--- src/rtl/wb_port_arbiter.sv ---
// N-port word request arbiter onto a single wide Wishbone master.
// One access in flight; round-robin or fixed-priority grant, bounded retry on wb_rty_i.
module wb_port_arbiter #(
    parameter int NUM_PORTS       = 2,
    parameter int ADDR_WIDTH      = 32,
    parameter int BUS_WIDTH       = 128,
    parameter int BUS_GRANULARITY = 32,
    parameter int MAX_RETRY       = 4,
    parameter int PRIORITY_MODE   = 0
) (
    input  logic                                     clk,
    input  logic                                     rst_n,
    input  logic [NUM_PORTS-1:0]                     req_valid,
    input  logic [NUM_PORTS*ADDR_WIDTH-1:0]          req_addr,
    input  logic [NUM_PORTS*BUS_GRANULARITY-1:0]     req_wdata,
    input  logic [NUM_PORTS-1:0]                     req_wr,
    output logic [NUM_PORTS*BUS_GRANULARITY-1:0]     req_rdata,
    output logic [NUM_PORTS-1:0]                     req_done,
    output logic [NUM_PORTS-1:0]                     req_err,
    output logic [ADDR_WIDTH-1:0]                    wb_adr_o,
    output logic [BUS_WIDTH-1:0]                     wb_dat_o,
    input  logic [BUS_WIDTH-1:0]                     wb_dat_i,
    output logic                                     wb_we_o,
    output logic [BUS_WIDTH/BUS_GRANULARITY-1:0]     wb_sel_o,
    output logic                                     wb_stb_o,
    output logic                                     wb_cyc_o,
    input  logic                                     wb_ack_i,
    input  logic                                     wb_err_i,
    input  logic                                     wb_rty_i
);

    localparam int SEL_WIDTH = BUS_WIDTH / BUS_GRANULARITY;
    localparam int LANE_BITS = (SEL_WIDTH > 1) ? $clog2(SEL_WIDTH) : 1;
    localparam int PTR_W     = (NUM_PORTS > 1) ? $clog2(NUM_PORTS) : 1;
    localparam int RTY_W     = $clog2(MAX_RETRY + 1);
    localparam logic [ADDR_WIDTH-1:0] LANE_MASK = ADDR_WIDTH'(SEL_WIDTH - 1);

    typedef enum logic [1:0] {S_IDLE, S_BUS, S_BACKOFF, S_RESP} state_e;

    state_e                               state_q, state_d;
    logic [PTR_W-1:0]                     ptr_q, ptr_d;
    logic [PTR_W-1:0]                     grant_q, grant_d;
    logic [LANE_BITS-1:0]                 lane_q, lane_d;
    logic [RTY_W-1:0]                     retry_q, retry_d;
    logic [ADDR_WIDTH-1:0]                adr_q, adr_d;
    logic [BUS_WIDTH-1:0]                 dat_q, dat_d;
    logic                                 we_q, we_d;
    logic [SEL_WIDTH-1:0]                 sel_q, sel_d;
    logic                                 cyc_q, cyc_d;
    logic [NUM_PORTS-1:0]                 done_q, done_d;
    logic [NUM_PORTS-1:0]                 rerr_q, rerr_d;
    logic [NUM_PORTS*BUS_GRANULARITY-1:0] rdata_q, rdata_d;

    logic                                 gnt_found;
    logic [PTR_W-1:0]                     gnt_idx;
    logic [ADDR_WIDTH-1:0]                sel_addr;
    logic [BUS_GRANULARITY-1:0]           sel_wdata;
    logic [LANE_BITS-1:0]                 sel_lane;
    logic [BUS_GRANULARITY-1:0]           lane_word;
    logic [RTY_W-1:0]                     retry_inc;
    logic                                 resp_go;
    logic                                 resp_err;
    logic [BUS_GRANULARITY-1:0]           resp_word;

    // Round-robin scans upward from the port after the last winner, wrapping.
    always_comb begin
        gnt_found = 1'b0;
        gnt_idx   = '0;
        if (PRIORITY_MODE == 1) begin
            for (int k = NUM_PORTS - 1; k >= 0; k--) begin
                if (req_valid[k]) begin
                    gnt_found = 1'b1;
                    gnt_idx   = PTR_W'(k);
                end
            end
        end else begin
            for (int k = 1; k <= NUM_PORTS; k++) begin
                if (!gnt_found && req_valid[(int'(ptr_q) + k) % NUM_PORTS]) begin
                    gnt_found = 1'b1;
                    gnt_idx   = PTR_W'((int'(ptr_q) + k) % NUM_PORTS);
                end
            end
        end
    end

    assign sel_addr  = req_addr[int'(gnt_idx)*ADDR_WIDTH +: ADDR_WIDTH];
    assign sel_wdata = req_wdata[int'(gnt_idx)*BUS_GRANULARITY +: BUS_GRANULARITY];
    assign sel_lane  = LANE_BITS'(sel_addr & LANE_MASK);
    assign lane_word = wb_dat_i[int'(lane_q)*BUS_GRANULARITY +: BUS_GRANULARITY];
    assign retry_inc = retry_q + RTY_W'(1);

    // NOTE: every variable gets its default before the case so no path leaves one unassigned (no latches).
    always_comb begin
        state_d   = state_q;
        ptr_d     = ptr_q;
        grant_d   = grant_q;
        lane_d    = lane_q;
        retry_d   = retry_q;
        adr_d     = adr_q;
        dat_d     = dat_q;
        we_d      = we_q;
        sel_d     = sel_q;
        done_d    = '0;
        rerr_d    = '0;
        rdata_d   = rdata_q;
        resp_go   = 1'b0;
        resp_err  = 1'b0;
        resp_word = '0;

        unique case (state_q)
            S_IDLE: begin
                if (gnt_found) begin
                    grant_d = gnt_idx;
                    if (PRIORITY_MODE == 0) ptr_d = gnt_idx;
                    lane_d  = sel_lane;
                    adr_d   = sel_addr & ~LANE_MASK;
                    dat_d   = {SEL_WIDTH{sel_wdata}};
                    we_d    = req_wr[gnt_idx];
                    sel_d   = SEL_WIDTH'(1) << sel_lane;
                    state_d = S_BUS;
                end
            end
            S_BUS: begin
                // ack outranks err, which outranks rty, when several arrive together.
                if (wb_ack_i) begin
                    resp_go   = 1'b1;
                    resp_word = we_q ? '0 : lane_word;
                end else if (wb_err_i) begin
                    resp_go  = 1'b1;
                    resp_err = 1'b1;
                end else if (wb_rty_i) begin
                    retry_d = retry_inc;
                    if (retry_inc == RTY_W'(MAX_RETRY)) begin
                        resp_go  = 1'b1;
                        resp_err = 1'b1;
                    end else begin
                        state_d = S_BACKOFF;
                    end
                end
            end
            S_BACKOFF: state_d = S_BUS;
            S_RESP: begin
                retry_d = '0;
                state_d = S_IDLE;
            end
            default: state_d = S_IDLE;
        endcase

        if (resp_go) begin
            state_d          = S_RESP;
            done_d[grant_q]  = 1'b1;
            rerr_d[grant_q]  = resp_err;
            rdata_d[int'(grant_q)*BUS_GRANULARITY +: BUS_GRANULARITY] = resp_word;
        end
    end

    // Strobe is registered from the next state, so it is high exactly while in BUS.
    assign cyc_d = (state_d == S_BUS);

    // NOTE: sequential state uses <= so all flops update together from pre-edge values.
    always_ff @(posedge clk or negedge rst_n) begin
        if (!rst_n) begin
            state_q <= S_IDLE;
            ptr_q   <= PTR_W'(NUM_PORTS - 1);
            grant_q <= '0;
            lane_q  <= '0;
            retry_q <= '0;
            adr_q   <= '0;
            dat_q   <= '0;
            we_q    <= 1'b0;
            sel_q   <= '0;
            cyc_q   <= 1'b0;
            done_q  <= '0;
            rerr_q  <= '0;
            rdata_q <= '0;
        end else begin
            state_q <= state_d;
            ptr_q   <= ptr_d;
            grant_q <= grant_d;
            lane_q  <= lane_d;
            retry_q <= retry_d;
            adr_q   <= adr_d;
            dat_q   <= dat_d;
            we_q    <= we_d;
            sel_q   <= sel_d;
            cyc_q   <= cyc_d;
            done_q  <= done_d;
            rerr_q  <= rerr_d;
            rdata_q <= rdata_d;
        end
    end

    assign req_rdata = rdata_q;
    assign req_done  = done_q;
    assign req_err   = rerr_q;
    assign wb_adr_o  = adr_q;
    assign wb_dat_o  = dat_q;
    assign wb_we_o   = we_q;
    assign wb_sel_o  = sel_q;
    assign wb_stb_o  = cyc_q;
    assign wb_cyc_o  = cyc_q;

endmodule

--- config.mk ---
export PLATFORM = sky130hd
export DESIGN_NAME = wb_port_arbiter
export DESIGN_NICKNAME = d
export VERILOG_FILES = /design/src/rtl/wb_port_arbiter.sv
export SDC_FILE = /design/constraint.sdc
export NUM_CORES = 1
export LEC_CHECK = 0
export CORE_AREA = 2 2 196 198
export DETAILED_ROUTE_END_ITERATION = 10
export DIE_AREA = 0 0 198 200
export GPL_TIMING_DRIVEN = 0
export PLACE_DENSITY = 0.58
export SYNTH_ARGS = -nofsm -noshare
export SYNTH_HDL_FRONTEND = slang
export SYNTH_SLANG_ARGS = --single-unit
--- constraint.sdc ---
create_clock -name clk -period 2.4 [get_ports clk]
set_clock_uncertainty 0.2 [all_clocks]
set_input_delay 0.72 -clock clk [delete_from_list [all_inputs] [get_ports clk]]
set_output_delay 0.72 -clock clk [all_outputs]
set_load 0.02 [all_outputs]
**Run 1: M3 wires**

Drawn at 2 px/um.
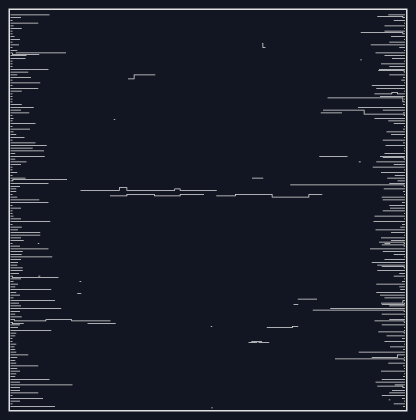
The longest straight run is 56.8 um. The wires run mostly horizontal. The layer holds 8.3% of the routed length.

**Run 1: clock nets**

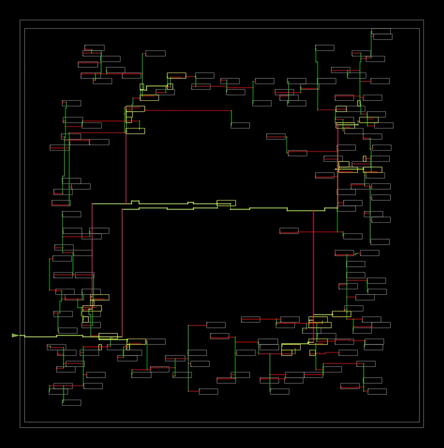
flop count: 145
clk sinks: 145

**Run 1: gate families picked out**

Drawn at 1.5 px/um.
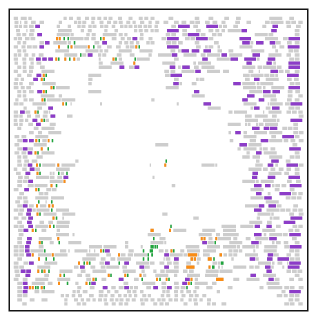
Green is nand cells, cells 79. Orange is aoi and oai cells, cells 77. Purple is mux cells, cells 162, where spread over the die.

**Run 1: routed metal, one colour a layer**

Drawn at 1.5 px/um.
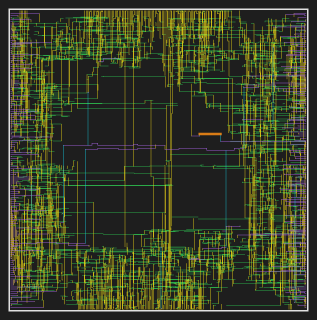
Green is M1, wire length 12500 um. Orange is M5, wire length 13.8 um. Cyan is M4, wire length 447 um. Yellow is M2, wire length 15800 um. Purple is M3, wire length 2600 um.

==> impl_metrics.env, run 1 <==
# flow metrics
export IMPL_seq_area_um2=3650
export IMPL_placedCellCount=1663
export IMPL_yosysUniqueCellTypes=39
export IMPL_critPathBufInv=1
export IMPL_grt_ovfl_total=0
export IMPL_clockPowerShare=0.147
export IMPL_clkbuf_count=24
export IMPL_wire_per_inst_um=18.4
export IMPL_vias_per_cell=4.03
export IMPL_wl_mm=31.4
export IMPL_fin_setup_tns_ns=0
export IMPL_dp_hpwl_mm=25.3
export IMPL_worstReg2RegStart="retry_q[1]"
export IMPL_end_kind="output pin"
export IMPL_ant_nets=0
export IMPL_cellLeakagePower_nw=6.68
export IMPL_pg_clk_mw=2.60
export IMPL_comb_share=0.236
export IMPL_ff2ff_path_depth=7
export IMPL_peakVddDrop_v=0.000473
export IMPL_grt_max_degree=74
export IMPL_cts_resized_gates=187
export IMPL_ys_warn_count=0
export IMPL_comb_power_share=0.598
export IMPL_grt_pass1_wl_mm=44.6
export IMPL_dieArea_um2=39600
export IMPL_status="completed"
export IMPL_fillCellCount=3789
export IMPL_fp_dieW_um=198
export IMPL_ys_sh_aoi=0.0532
export IMPL_tap_cell_count=511
export IMPL_synthCells=653
export IMPL_lay_top_count="clkdlybuf4s50_1"
**Run 1: clock network drawn from the DEF**

Drawn at 2 px/um.
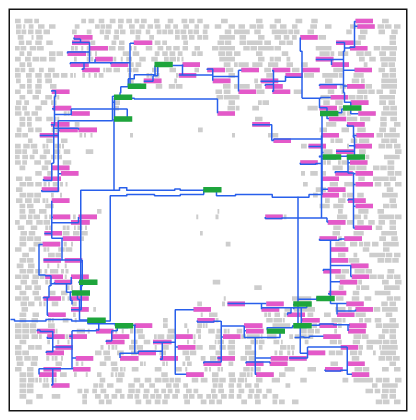

==> run 2, diff against run 1 <==
ABC_AREA = 1   (was default)
CORE_AREA = 2 2 197 199   (was 2 2 196 198)
DIE_AREA = 0 0 199 201   (was 0 0 198 200)
GPL_TIMING_DRIVEN = default   (was 0)
**Run 2: clock network drawn from the DEF**

Drawn at 2 px/um.
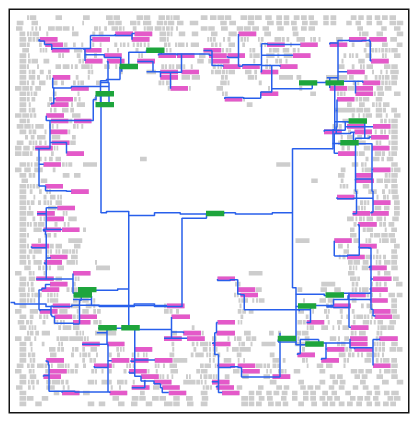
Green is clock-net drivers, count 17. Blue is clock wires, length 2400 um. Magenta is flip-flops, count 145.
There are 18 routed clock nets.

**Run 2: routed metal, one colour a layer**

Drawn at 1.5 px/um.
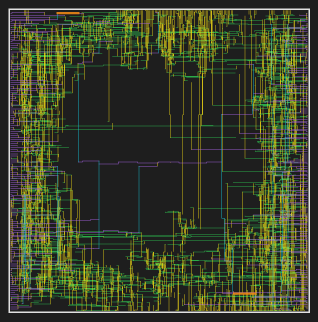
Purple is M3, wire length 3740 um. Yellow is M2, wire length 16100 um. Cyan is M4, wire length 1210 um. Orange is M5, wire length 27.6 um. Green is M1, wire length 13500 um.

==> impl_metrics.env, run 2 <==
# flow metrics
export IMPL_ant_nets=0
export IMPL_dp_hpwl_mm=27.0
export IMPL_vias_per_cell=4.36
export IMPL_pg_clk_mw=2.79
export IMPL_cts_resized_gates=147
export IMPL_fillCellCount=4105
export IMPL_wire_per_inst_um=18.0
export IMPL_worstReg2RegStart="lane_q[0]"
export IMPL_placedCellCount=1892
export IMPL_fin_setup_tns_ns=0
export IMPL_clockPowerShare=0.166
export IMPL_dieArea_um2=40000
export IMPL_grt_ovfl_total=0
export IMPL_fp_dieW_um=199
export IMPL_yosysUniqueCellTypes=33
export IMPL_grt_pass1_wl_mm=50.1
export IMPL_ys_sh_aoi=0.158
export IMPL_top_usage_layer="met2"
export IMPL_end_kind="output pin"
export IMPL_ys_warn_count=0
export IMPL_comb_power_share=0.570
export IMPL_lay_top_count="clkdlybuf4s50_1"
export IMPL_status="completed"
export IMPL_cellLeakagePower_nw=6.66
export IMPL_ff2ff_path_depth=6
export IMPL_critPathBufInv=1
export IMPL_flops=145
**Run 2: clock nets**

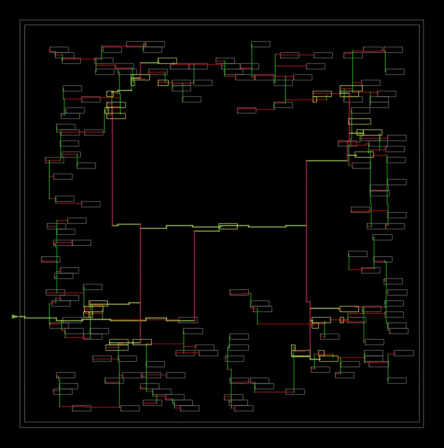
Late-Pin Clk Latency: 0.44 ns
# clk buffers: 18
CTS buffer count: 17

